File: config.mk
export PLATFORM = sky130hd
export DESIGN_NAME = blend_writer_flat
export DESIGN_NICKNAME = d
export VERILOG_FILES = /design/src/rtl/blend_writer_if.sv /design/src/rtl/blend_writer.sv /design/src/flat_wrapper.sv
export SDC_FILE = /design/constraint.sdc
export NUM_CORES = 1
export LEC_CHECK = 0
export CAP_MARGIN = 10
export CORE_MARGIN = 2
export CORE_UTILIZATION = 60
export DETAILED_ROUTE_END_ITERATION = 7
export PLACE_DENSITY = 0.93
export SKIP_LAST_GASP = 1
export SLEW_MARGIN = 20
export SYNTH_ARGS = -nofsm -noshare
export SYNTH_HDL_FRONTEND = slang
export SYNTH_SLANG_ARGS = --single-unit
File: constraint.sdc
create_clock -name clk_25 -period 8 [get_ports clk_25]
set_input_delay 0.8 -clock clk_25 [delete_from_list [all_inputs] [get_ports clk_25]]
set_output_delay 0.8 -clock clk_25 [all_outputs]
set_load 0.02 [all_outputs]
File: src/rtl/blend_writer_if.sv
// Frame-buffer write FIFO bus: write strobe and data toward the FIFO,
// full flag back from it.
interface blend_writer_if;
  logic        wrreq;
  logic [35:0] wrdata;
  logic        wrfull;

  modport master (output wrreq, output wrdata, input wrfull);
  modport slave  (input wrreq, input wrdata, output wrfull);
endinterface

File: src/rtl/blend_writer.sv
// blend_writer: merges a DVI pixel and a CCD pixel into one RGB565 pixel
// (DVI, CCD, alpha blend or colour key), then queues {x,y,pixel} toward the
// frame-buffer write FIFO. The producer is never stalled; pixels arriving at
// a full queue are dropped and counted.
module blend_writer #(
  parameter int unsigned DEPTH  = 4,
  parameter int unsigned H_LAST = 639,
  parameter int unsigned V_LAST = 479
) (
  input  logic                 clk_25,
  input  logic                 rst_n,
  input  logic                 val,
  input  logic [9:0]           sync_x,
  input  logic [9:0]           sync_y,
  input  logic [4:0]           dvi_r,
  input  logic [5:0]           dvi_g,
  input  logic [4:0]           dvi_b,
  input  logic [4:0]           ccd_r,
  input  logic [5:0]           ccd_g,
  input  logic [4:0]           ccd_b,
  input  logic [1:0]           mode,
  input  logic [4:0]           alpha,
  input  logic [15:0]          key_color,
  blend_writer_if.master       wr,
  output logic                 frame_done,
  output logic [15:0]          drop_cnt,
  output logic                 overflow
);

  localparam int unsigned AW    = $clog2(DEPTH);
  localparam int unsigned CNT_W = AW + 1;

  typedef enum logic [1:0] {
    M_DVI   = 2'd0,
    M_CCD   = 2'd1,
    M_BLEND = 2'd2,
    M_KEY   = 2'd3
  } mode_t;

  // Stage 1 registers
  logic        r_s1_val;
  logic [9:0]  r_s1_x, r_s1_y;
  logic [15:0] r_s1_dvi, r_s1_ccd, r_s1_key;
  mode_t       r_s1_mode;
  logic [4:0]  r_s1_alpha;

  // Stage 2 registers
  logic        r_s2_val;
  logic [35:0] r_s2_data;

  // Queue state
  logic [35:0]      r_mem [DEPTH];
  logic [AW-1:0]    r_wp, r_rp;
  logic [CNT_W-1:0] r_cnt;

  logic [4:0]  w_alpha_clamp;
  logic [4:0]  w_inv;
  logic [9:0]  w_sum_r, w_sum_b;
  logic [10:0] w_sum_g;
  logic [15:0] w_blend;
  logic [15:0] w_result;
  logic        w_full, w_empty, w_pop, w_push, w_drop, w_last;

  assign w_alpha_clamp = (alpha > 5'd16) ? 5'd16 : alpha;

  // Stage 1: capture position, pixels and the mode controls for this pixel
  always_ff @(posedge clk_25 or negedge rst_n) begin
    if (!rst_n) begin
      r_s1_val   <= 1'b0;
      r_s1_x     <= '0;
      r_s1_y     <= '0;
      r_s1_dvi   <= '0;
      r_s1_ccd   <= '0;
      r_s1_key   <= '0;
      r_s1_mode  <= M_DVI;
      r_s1_alpha <= '0;
    end else begin
      r_s1_val <= val;
      if (val) begin
        r_s1_x     <= sync_x;
        r_s1_y     <= sync_y;
        r_s1_dvi   <= {dvi_r, dvi_g, dvi_b};
        r_s1_ccd   <= {ccd_r, ccd_g, ccd_b};
        r_s1_key   <= key_color;
        r_s1_mode  <= mode_t'(mode);
        r_s1_alpha <= w_alpha_clamp;
      end
    end
  end

  // Per-channel alpha blend in sixteenths, truncated
  always_comb begin
    w_inv   = 5'd16 - r_s1_alpha;
    w_sum_r = 10'(r_s1_ccd[15:11]) * 10'(r_s1_alpha)
            + 10'(r_s1_dvi[15:11]) * 10'(w_inv);
    w_sum_g = 11'(r_s1_ccd[10:5]) * 11'(r_s1_alpha)
            + 11'(r_s1_dvi[10:5]) * 11'(w_inv);
    w_sum_b = 10'(r_s1_ccd[4:0]) * 10'(r_s1_alpha)
            + 10'(r_s1_dvi[4:0]) * 10'(w_inv);
    w_blend = {5'(w_sum_r >> 4), 6'(w_sum_g >> 4), 5'(w_sum_b >> 4)};
  end

  // Mode select
  always_comb begin
    w_result = r_s1_dvi;
    case (r_s1_mode)
      M_DVI:   w_result = r_s1_dvi;
      M_CCD:   w_result = r_s1_ccd;
      M_BLEND: w_result = w_blend;
      M_KEY:   w_result = (r_s1_ccd == r_s1_key) ? r_s1_dvi : r_s1_ccd;
      default: w_result = r_s1_dvi;
    endcase
  end

  // Stage 2: register the merged pixel with its position
  always_ff @(posedge clk_25 or negedge rst_n) begin
    if (!rst_n) begin
      r_s2_val  <= 1'b0;
      r_s2_data <= '0;
    end else begin
      r_s2_val <= r_s1_val;
      if (r_s1_val) r_s2_data <= {r_s1_x, r_s1_y, w_result};
    end
  end

  // Queue control: a pop frees a slot in the same cycle, so a full queue
  // accepts a push whenever it is also popping.
  assign w_full  = (r_cnt == CNT_W'(DEPTH));
  assign w_empty = (r_cnt == '0);
  assign w_pop   = !w_empty && !wr.wrfull;
  assign w_push  = r_s2_val && (!w_full || w_pop);
  assign w_drop  = r_s2_val && w_full && !w_pop;
  assign w_last  = (wr.wrdata[35:26] == 10'(H_LAST)) &&
                   (wr.wrdata[25:16] == 10'(V_LAST));

  assign wr.wrreq  = w_pop;
  assign wr.wrdata = r_mem[r_rp];

  // Queue storage, pointers and occupancy
  always_ff @(posedge clk_25 or negedge rst_n) begin
    if (!rst_n) begin
      for (int unsigned i = 0; i < DEPTH; i++) r_mem[i] <= '0;
      r_wp  <= '0;
      r_rp  <= '0;
      r_cnt <= '0;
    end else begin
      if (w_push) begin
        r_mem[r_wp] <= r_s2_data;
        r_wp        <= r_wp + 1'b1;
      end
      if (w_pop) r_rp <= r_rp + 1'b1;
      case ({w_push, w_pop})
        2'b10:   r_cnt <= r_cnt + 1'b1;
        2'b01:   r_cnt <= r_cnt - 1'b1;
        default: r_cnt <= r_cnt;
      endcase
    end
  end

  // Drop accounting and end-of-frame pulse
  always_ff @(posedge clk_25 or negedge rst_n) begin
    if (!rst_n) begin
      drop_cnt   <= '0;
      overflow   <= 1'b0;
      frame_done <= 1'b0;
    end else begin
      if (w_drop) begin
        overflow <= 1'b1;
        if (drop_cnt != '1) drop_cnt <= drop_cnt + 1'b1;
      end
      frame_done <= w_pop && w_last;
    end
  end

endmodule
File: src/flat_wrapper.sv
// flat-port wrapper written by rule: the top's interface ports become plain ports
module blend_writer_flat 
#(
  parameter int unsigned DEPTH  = 4,
  parameter int unsigned H_LAST = 639,
  parameter int unsigned V_LAST = 479
)
  (clk_25, rst_n, val, sync_x, sync_y, dvi_r, dvi_g, dvi_b, ccd_r, ccd_g, ccd_b, mode, alpha, key_color, frame_done, drop_cnt, overflow, wr_wrreq, wr_wrdata, wr_wrfull);
  blend_writer_if wr_i ();
  input  logic clk_25;
  input  logic rst_n;
  input  logic val;
  input  logic [9:0] sync_x;
  input  logic [9:0] sync_y;
  input  logic [4:0] dvi_r;
  input  logic [5:0] dvi_g;
  input  logic [4:0] dvi_b;
  input  logic [4:0] ccd_r;
  input  logic [5:0] ccd_g;
  input  logic [4:0] ccd_b;
  input  logic [1:0] mode;
  input  logic [4:0] alpha;
  input  logic [15:0] key_color;
  output logic frame_done;
  output logic [15:0] drop_cnt;
  output logic overflow;
  output wire logic [$bits(wr_i.wrreq)-1:0] wr_wrreq;
  output wire logic [$bits(wr_i.wrdata)-1:0] wr_wrdata;
  input wire logic [$bits(wr_i.wrfull)-1:0] wr_wrfull;
  assign wr_wrreq = wr_i.wrreq;
  assign wr_wrdata = wr_i.wrdata;
  assign wr_i.wrfull = wr_wrfull;
  blend_writer #(.DEPTH(DEPTH), .H_LAST(H_LAST), .V_LAST(V_LAST)) u_core (.clk_25(clk_25), .rst_n(rst_n), .val(val), .sync_x(sync_x), .sync_y(sync_y), .dvi_r(dvi_r), .dvi_g(dvi_g), .dvi_b(dvi_b), .ccd_r(ccd_r), .ccd_g(ccd_g), .ccd_b(ccd_b), .mode(mode), .alpha(alpha), .key_color(key_color), .wr(wr_i), .frame_done(frame_done), .drop_cnt(drop_cnt), .overflow(overflow));
endmodule
**Run 1: sizing map**

Bar = 50 µm.
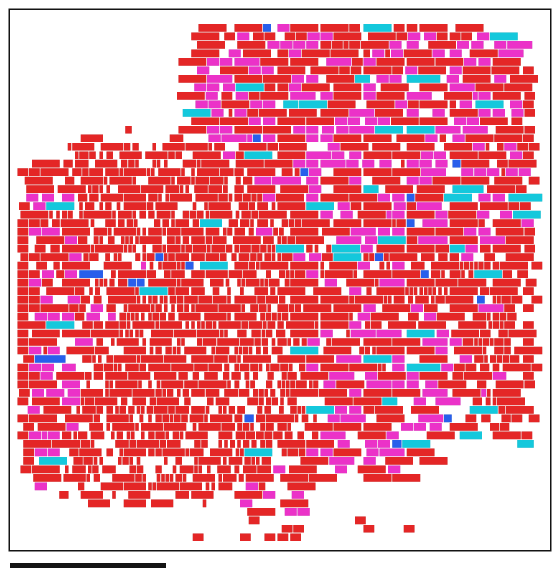
[_2 cells] magenta | cells: 271 | share: 18%
[_0 and _1 cells] red | cells: 1217 | share: 79%
[_6 and larger] cyan | cells: 41 | share: 2.7%
[_3 and _4 cells] blue | cells: 18 | share: 1.2%

**Run 1: placement by cell class**

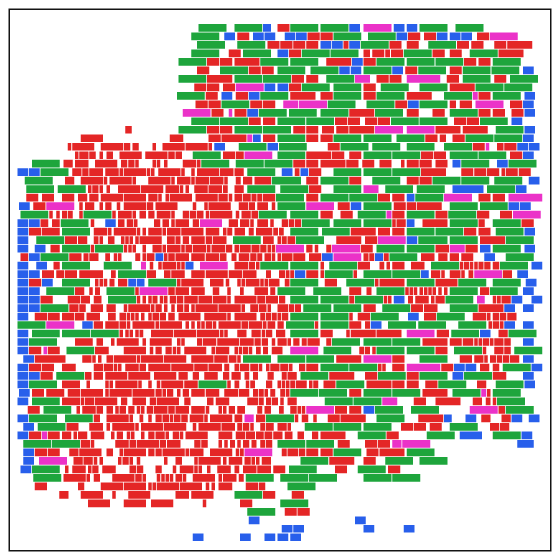
[remaining buffers and delay cells] blue | cells: 147 | share of their area: 7.6%
[combinational and other logic] red | cells: 1068 | share of their area: 51%
[clock drivers and dummy loads] magenta | cells: 50 | share of their area: 5.0%
[sequential cells] green | cells: 282 | share of their area: 37%
# rows: 61
placeable core region: 27900 µm²
Seq area share: 0.358
final instance area: 19700 µm²

**Run 1: clock wiring as the flow saved it**

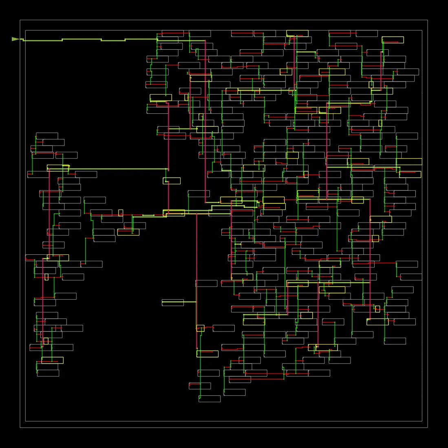
count of clock-net buffers in the final layout: 37
clk latency late pin: 570 ps

**Run 1: routed clock nets over the placement**

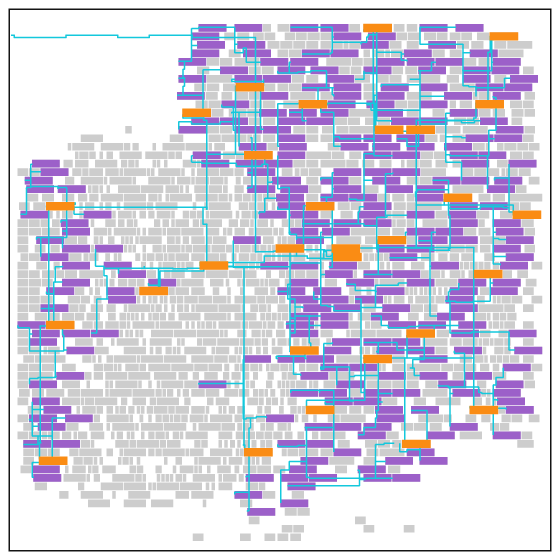
[flip-flops] purple | count: 282
[clock wires] cyan | length: 3400 µm
[clock drivers] orange | count: 29
flops lie: widely spread
worst-case clock skew: 13.4 ps
power consumed by the clock network: 0.00139 W

## run 1: worst paths after layout
| path | slack (ps) | to |
|---|---|---|
| min in group clk_25 | 490 | u_core.overflow |
| setup / recovery | 1510 | u_core.r_s2_data[8] |
| hold / removal | 110 | u_core.drop_cnt[8] |
| hold reg to reg | 490 | u_core.overflow |
| setup reg to reg | 1510 | u_core.r_s2_data[8] |
| max in group asynchronous | 6820 | u_core.r_s1_val |
## run 1: critical path, delay by kind of cell (launching register included)
family,cells,cell delay (ps)
adders and majority gates,7,3170
xor gates and xnor gates,1,440
and+or+nand+nor,5,990
AOI/OAI and AO/OA,3,590
buffers and inverters,5,660
DFF,1,550
==> summary.txt, run 1 <==
Observations from the implementation run.

Logic synthesis:
- After synthesis the cells add up to 17100 µm².
- The run gives the unique cell type count in the Yosys netlist as 63.
- The run puts the compound-cell area share of the yosys netlist at 0.0417.
- The cell type that accounts for the most area after synthesis is dfrtp_1.
- The number of nets handed over by synthesis was 1679.
- The run puts the post-synthesis average cell area at 12.0 µm².
- The run gives the number of flops mapped to enable cells by yosys as 0.
- Per the post-synthesis report, the number of cells in the design is 1424.
- In the post-synthesis netlist, the biggest area contributors are dfrtp_1, mux2_2, fa_1.
- Of the combinational cells, the family taking the most area is multiplexers.
- The run gives the dominant synthesized flop cell as dfrtp_1.
- The run puts the chip area line of the yosys report at 17100 µm².
- The run puts the number of warnings reported in the yosys synthesis log at 0.

Layout:
- In this run the layout overhead on the synthesized area is reported as 15.0%.
- For this run, the post-layout net count is 1783.
- The top cell type in the final layout, fill and taps aside, is dfrtp_1.
- The run puts the number of logic gates at 932.
- The run puts the number of inserted filler cells in the final layout at 1743.
- The run puts the number of sequential cells at 282.
- The run puts the number of flip-flops under the largest register name at 144.
- The run gives the multi-input logic portion of the cell area as 0.468.

Route:
- The routed design shows a via density per instance of 6.02.
- The wire length recorded after detailed routing is 41000 µm.
- The run puts the routed metal-1 wire length at 16000 µm.
- The run gives the via count of the routed design as 11600.
- The run puts the wire length on met3 at 2780 µm.
- In the routed design, unresolved DRC markers number 0.
- After the first detailed-routing iteration, the DRC count stood at 980.

Global route:
- The run gives the global-route track usage on met2 as 0.478.
- The global route stage reports its total congestion overflow as 0.
- For this run, the total global-route usage over all layers was measured as 0.279.
- The run puts the number of global-route vias before repair at 12600.

Floorplan:
- The run puts the chip width at 173 µm.
- The flow inserted 378 tap cells.
- The run gives the overall die area as 29900 µm².
- For this configuration, the core starts out at a cell density of 0.614.

Status:
- The run finished with clean final reports.

STA:
- The run gives the final hold slack as 112 ps.
- At the pin with the least slew margin, the transition time is 1080 ps.
- Counting endpoints that fail hold in the final report gives 0.
- The run gives the period utilization as 0.812.
- Setup repair after global routing left no endpoint under its margin.

Setup path:
- STA classifies the critical path startpoint as a flop.
- For the worst reg-to-reg path, the startpoint reported by OpenROAD is u_core.r_s1_alpha[1].
- The critical path goes through inv_1, ha_1, nor3b_1, xor2_1, buf_4, nand2_1, fa_1, fa_1, inv_1, fa_1, fa_1, inv_1, fa_1, inv_1, ha_1, nand2_1, or3_1, nand2_1, a31oi_1, o32a_1, a31oi_1.
- The run gives the arrival time reported for the critical path endpoint as 6980 ps.
- For this run, the slowest stage of the critical path takes 550 ps.
- OpenSTA lists the critical path startpoint as u_core.r_s1_alpha[1].
- The critical path's slowest stage uses the library cell dfrtp_1.
- The run puts the worst-path maximum fanout at 15.

Hold path:
- The run gives the worst min-delay path category as in2async.

Power:
- The run gives the switching power as a share of total power as 0.390.
- The run gives the total combinational power as 0.00382 W.
- The run gives the net switching power figure as 0.00294 W.
- The run gives the maximum VDD drop as 0.204 mV.
- The run puts the internal power at 0.00460 W.
- The run puts the power in sequential cells at 0.00234 W.
- The completed layout was analyzed and its total power is 0.00754 W.
- The run gives the leading power group as combinational logic.

Clock tree:
- The run gives the hold buffer count at cts as 0.
- Looking at the clock tree report, the root buffer type is clkbuf_16.
- The run puts the TritonCTS sink count at 282.
- The run gives the post-CTS setup buffer count as 0.

Placed design:
- The run puts the post-placement setup slack at 1590 ps.
- The run gives the placed cell count as 1874.

Flow run:
- The run puts the number of maximum-capacitance violations at 0.
**Run 1: sequential cells colored by netlist name**

Bar = 50 µm. Other sequential cells in the stronger gray, the rest of the logic in the fainter gray.
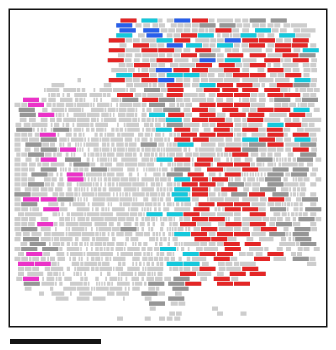

--- run 2 (diff from run 1) ---
- CORE_UTILIZATION: 60 -> 54
- PLACE_DENSITY: 0.93 -> 0.89
- clock period: 8 -> 5.7 ns (I/O delays scaled with it)
**Run 2: sequential cells colored by netlist name**

Bar = 50 µm. Other sequential cells in the stronger gray, the rest of the logic in the fainter gray.
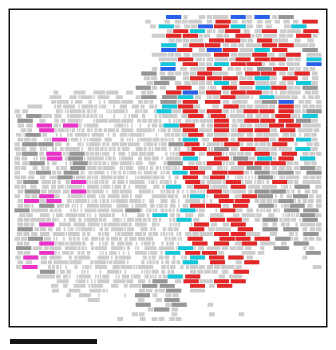
[u_core.r_s1_ccd] magenta | placed flops: 16
[u_core.r_s1_y] blue | placed flops: 10
[u_core.r_mem] red | placed flops: 144
[u_core.r_s2_data] cyan | placed flops: 36
not colored: 76

==> run 2 against run 1 <==
  * Via count down 0.13%
  * Die area is 11% higher
  * Critical path depth up 1
  * Sequential cell count unchanged
  * Worst hold slack got worse by 28 ps
  * Cell count increased by 2.5%
  * Cell area is 1.7% higher
  * Power grew 43%
  * Synthesized area unchanged
  * Routed wire length decreased by 1.6%
  * Fmax is 15% higher
==> summary.txt, run 2 <==
Observations from the implementation run.

Floorplan:
- The chip width is 182 µm (+5.3%).
- The run gives the share of the core filled by cells before placement as 0.546 (-0.0676).
- The overall die area came to 33200 µm² (+11%).
- The run puts the core area at 31400 µm² (+12%).
- The run gives the number of cell rows as 65 (+6.6%).
- In this run the count of I/O pins placed on the die edge is 134.

Setup path:
- The run puts the largest stage delay on the critical path at 530 ps (-20 ps).
- The arrival time reported for the critical path endpoint is 6120 ps (-860 ps).
- The worst-path maximum fanout is 10 (-5).
- Looking at the critical path, the single cell with the biggest stage delay is fa_1.
- The run puts the setup slack on the worst flop-to-flop path at 50 ps (-1460 ps).
- The run gives the end of the worst register-to-register path as u_core.r_s2_data[13].
- The run gives the endpoint type of the worst setup path as a flop.
- According to the timing report, the critical path is captured at u_core.r_s2_data[13].
- The run gives the top cell family by delay on the critical path as adder cells.
- The run puts the number of cell instances on the worst register-to-register path at 22.
- The run gives the launch instance of the worst register-to-register path as u_core.r_s1_alpha[0].
- The worst path buffer plus inverter count is 6 (+1).
- The worst setup path is launched from a flop.
- The run gives the critical path depth as 22 (+4.8%).
- In this run the critical path is formed by inv_2, ha_2, nor3b_4, xor2_2, buf_4, buf_4, nand2_1, fa_1, fa_1, fa_1, inv_1, fa_1, inv_1, fa_1, inv_1, ha_4, nand2_1, or3_4, a31oi_2, xnor2_1, a21oi_1, a32o_1.
- Per STA, the library cell used most along the worst path is fa_1.
- The run gives the origin of the worst setup path as u_core.r_s1_alpha[0].

STA:
- The run gives the period utilization as 0.992 (+0.180).
- The run gives the transition time of the tightest slew-check pin as 1030 ps (-45.8 ps).
- The run puts the final hold slack at 84.6 ps (-27.8 ps).
- The run gives the final tally of setup violations as 0.
- The run puts the relative slew slack at 0.311.
- The run gives the final total negative setup slack as 0 ps.
- The run gives the number of hold violations in the final report as 0 (unchanged).
- The run gives the worst setup margin as 45.8 ps.

Layout:
- The run gives the number of inserted filler cells in the final layout as 2190 (+26%).
- In the final layout, the share of cells above drive strength 1 is 0.238.
- Counting only logic cells after layout, the most numerous master is dfrtp_1.
- The largest registers in the layout are u_core.r_mem x144, u_core.r_s2_data x36.
- The count of cells in the finished layout, fillers not included, comes to 1973.
- The run puts the post-synthesis to final-layout area growth at 17.0%.
- The number of flip-flops under the largest register name is 144 (unchanged).
- The run puts the share of the core filled with cells at 0.639.
- The final non-filler cell area was 20100 µm² (+1.7%).
- The final-stage net count came to 1805 (+1.2%).
- The run gives the count of inserted antenna diode cells as 0.

Logic synthesis:
- The commonest register cell is dfrtp_1.
- The run gives the simple-gate portion of the synthesized area as 0.0918.
- Per Yosys stat, the portion of area used by sequential elements is 0.412.
- The run gives the instance count of the mapped netlist as 1424 (unchanged).
- The post-synthesis average cell area was 12.0 µm² (unchanged).
- The largest total area in the synthesized netlist belongs to dfrtp_1.
- The run gives the post-synthesis cell area as 17100 µm² (unchanged).
- The run puts the number of warnings reported in the yosys synthesis log at 0 (unchanged).
- The run gives the most frequently used cell type in the post-synthesis netlist as dfrtp_1.
- The run puts the portion of netlist area occupied by mux cells at 0.197.
- The run puts the xor/xnor cell area share of the yosys netlist at 0.0396.
- The run puts the chip area line of the yosys report at 17100 µm² (unchanged).
- The run puts the number of cells in Yosys stat at 1424.
- For this run, asynchronously set or reset flops after synthesis account for 1.00.
- The main area contributors are dfrtp_1, mux2_2, fa_1.
- The compound-cell area share of the yosys netlist was 0.0417 (unchanged).
- The post-synthesis net count is 1679 (unchanged).
- The number of flops mapped to enable cells by yosys is 0 (unchanged).
- The run gives the unique cell type count in the Yosys netlist as 63 (unchanged).
- The run gives the flip-flop and latch count after synthesis as 282.
- The run puts the area share of the largest cell type after synthesis at 0.412.
- Among the non-sequential cells, multiplexers take the most area.

Power:
- The switching power as a share of total power is 0.386 (-0.00380).
- The run gives the power density of the placed cells as 536 nW/µm².
- The run puts the leakage power of the design at 8.93 nW.
- The run gives the fraction of power consumed by combinational cells as 0.507.
- The overall power of the completed layout was 0.0108 W (+43%).
- The maximum VDD drop was 0.287 mV (+41%).
- The run gives the power in sequential cells as 0.00327 W (+40%).
- The run puts the relative contribution of sequential cells to total power at 0.304.
- The run gives the net switching power figure as 0.00415 W (+41%).
- Per report_power, the top consumer among the power groups is combinational logic.
- The run puts the internal power at 0.00660 W (+43%).
- The run puts the total combinational power at 0.00545 W (+43%).

Placed design:
- The run gives the placed cell count as 1916 (+2.2%).
- The run gives the count of input and output buffers as 133.
- The post-placement setup slack came to -103 ps (-1700 ps).
- The run gives the final weighted congestion in routability-driven placement as 0.886.

Flow run:
- The number of maximum-capacitance violations was 0 (unchanged).

Global route:
- The run puts the global-route track usage on met2 at 0.422 (-0.0562).
- The run puts the met1 global-route usage at 0.317.
- The run puts the first-pass GRT wire length at 65300 µm.
- The initial antenna violation count is 0.
- The run puts the number of global-route vias before repair at 12500 (-0.79%).
- The run gives the busiest layer in global routing as met2.
- The overall track demand over capacity in global routing was 0.249 (-0.0302).
- The run puts the total congestion overflow at 0 (unchanged).
- The run puts the met3 track utilization from global routing at 0.0501.

Route:
- The run puts the via density per instance at 5.86 (-2.6%).
- The via count of the routed design came to 11600 (-0.13%).
- The run puts the number of iterations in the first detailed-routing pass at 5.
- The run puts the number of antenna-violating nets in the routed design at 0.
- The run puts the wire length on met3 at 2960 µm (+6.7%).
- Routed signal wires occupy layers up through met5.
- The run gives the routed length per placed instance as 20.4 µm.
- The violation count after the first detailed-route iteration is 902 (-8.0%).
- The run puts the detailed-route wire length at 40300 µm (-1.6%).
- The run gives the routed metal-1 wire length as 16000 µm (-0.33%).
- The number of remaining DRC errors came to 0 (unchanged).
- The run gives the met2 wirelength from detailed routing as 20000 µm.

Clock tree:
- The run gives the master cell of the clock root buffer as clkbuf_16.
- The run puts the hold buffer count at cts at 0 (unchanged).
- The run puts the maximum clock insertion buffer count at 3.
- The TritonCTS sink count is 282 (unchanged).
- TritonCTS built the clock tree.
- The run puts the depth of the CTS H-tree at 1.

Status:
- The run finished with clean final reports.

Hold path:
- The run gives the worst min-delay path category as in2async.
**Run 2: clock wiring as the flow saved it**

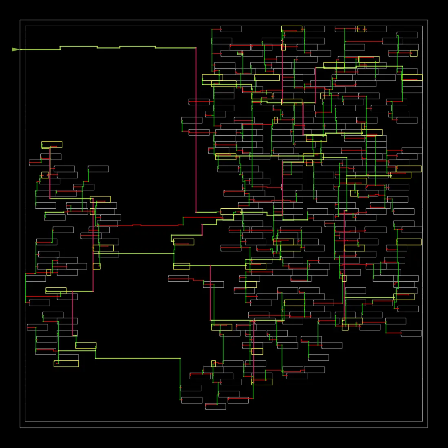
clk latency late pin: 580 ps
power consumed by the clock network: 0.00203 W
Seq Cell Count: 282
worst-case clock skew: 13.7 ps
count of clock-net buffers in the final layout: 33

run 2: cell counts after synthesis:
No cell type changed its count.
run 2: worst reg2reg max path, delay by kind of cell, from the launching register on:
kind,cells,cell delay [ps]
flops,1,410
compound gates,3,590
buf+inv,6,530
xor+xnor,2,340
simple gates,4,720
fa+ha+maj,7,2940
run 2: area by class of cell:
cell class	instances	area [µm²]	area share
Timing Repair Buffer	169	1610	0.0802
Multi-Input combinational cell	932	9350	0.466
Tap cell	402	503	0.0251
Sequential cell	282	7060	0.352
Clock inverter	19	259	0.0129
Clock buffer	33	761	0.0379
Inverter	136	510	0.0255
run 2: timing repair:
action,CTS,global route
resized,3,18
setup buffers,3,2
pin swaps,2,13
setup endpoints to repair,8,12
hold endpoints to repair,0,0
No activity file was given, so power comes from the tool's default toggle rates.
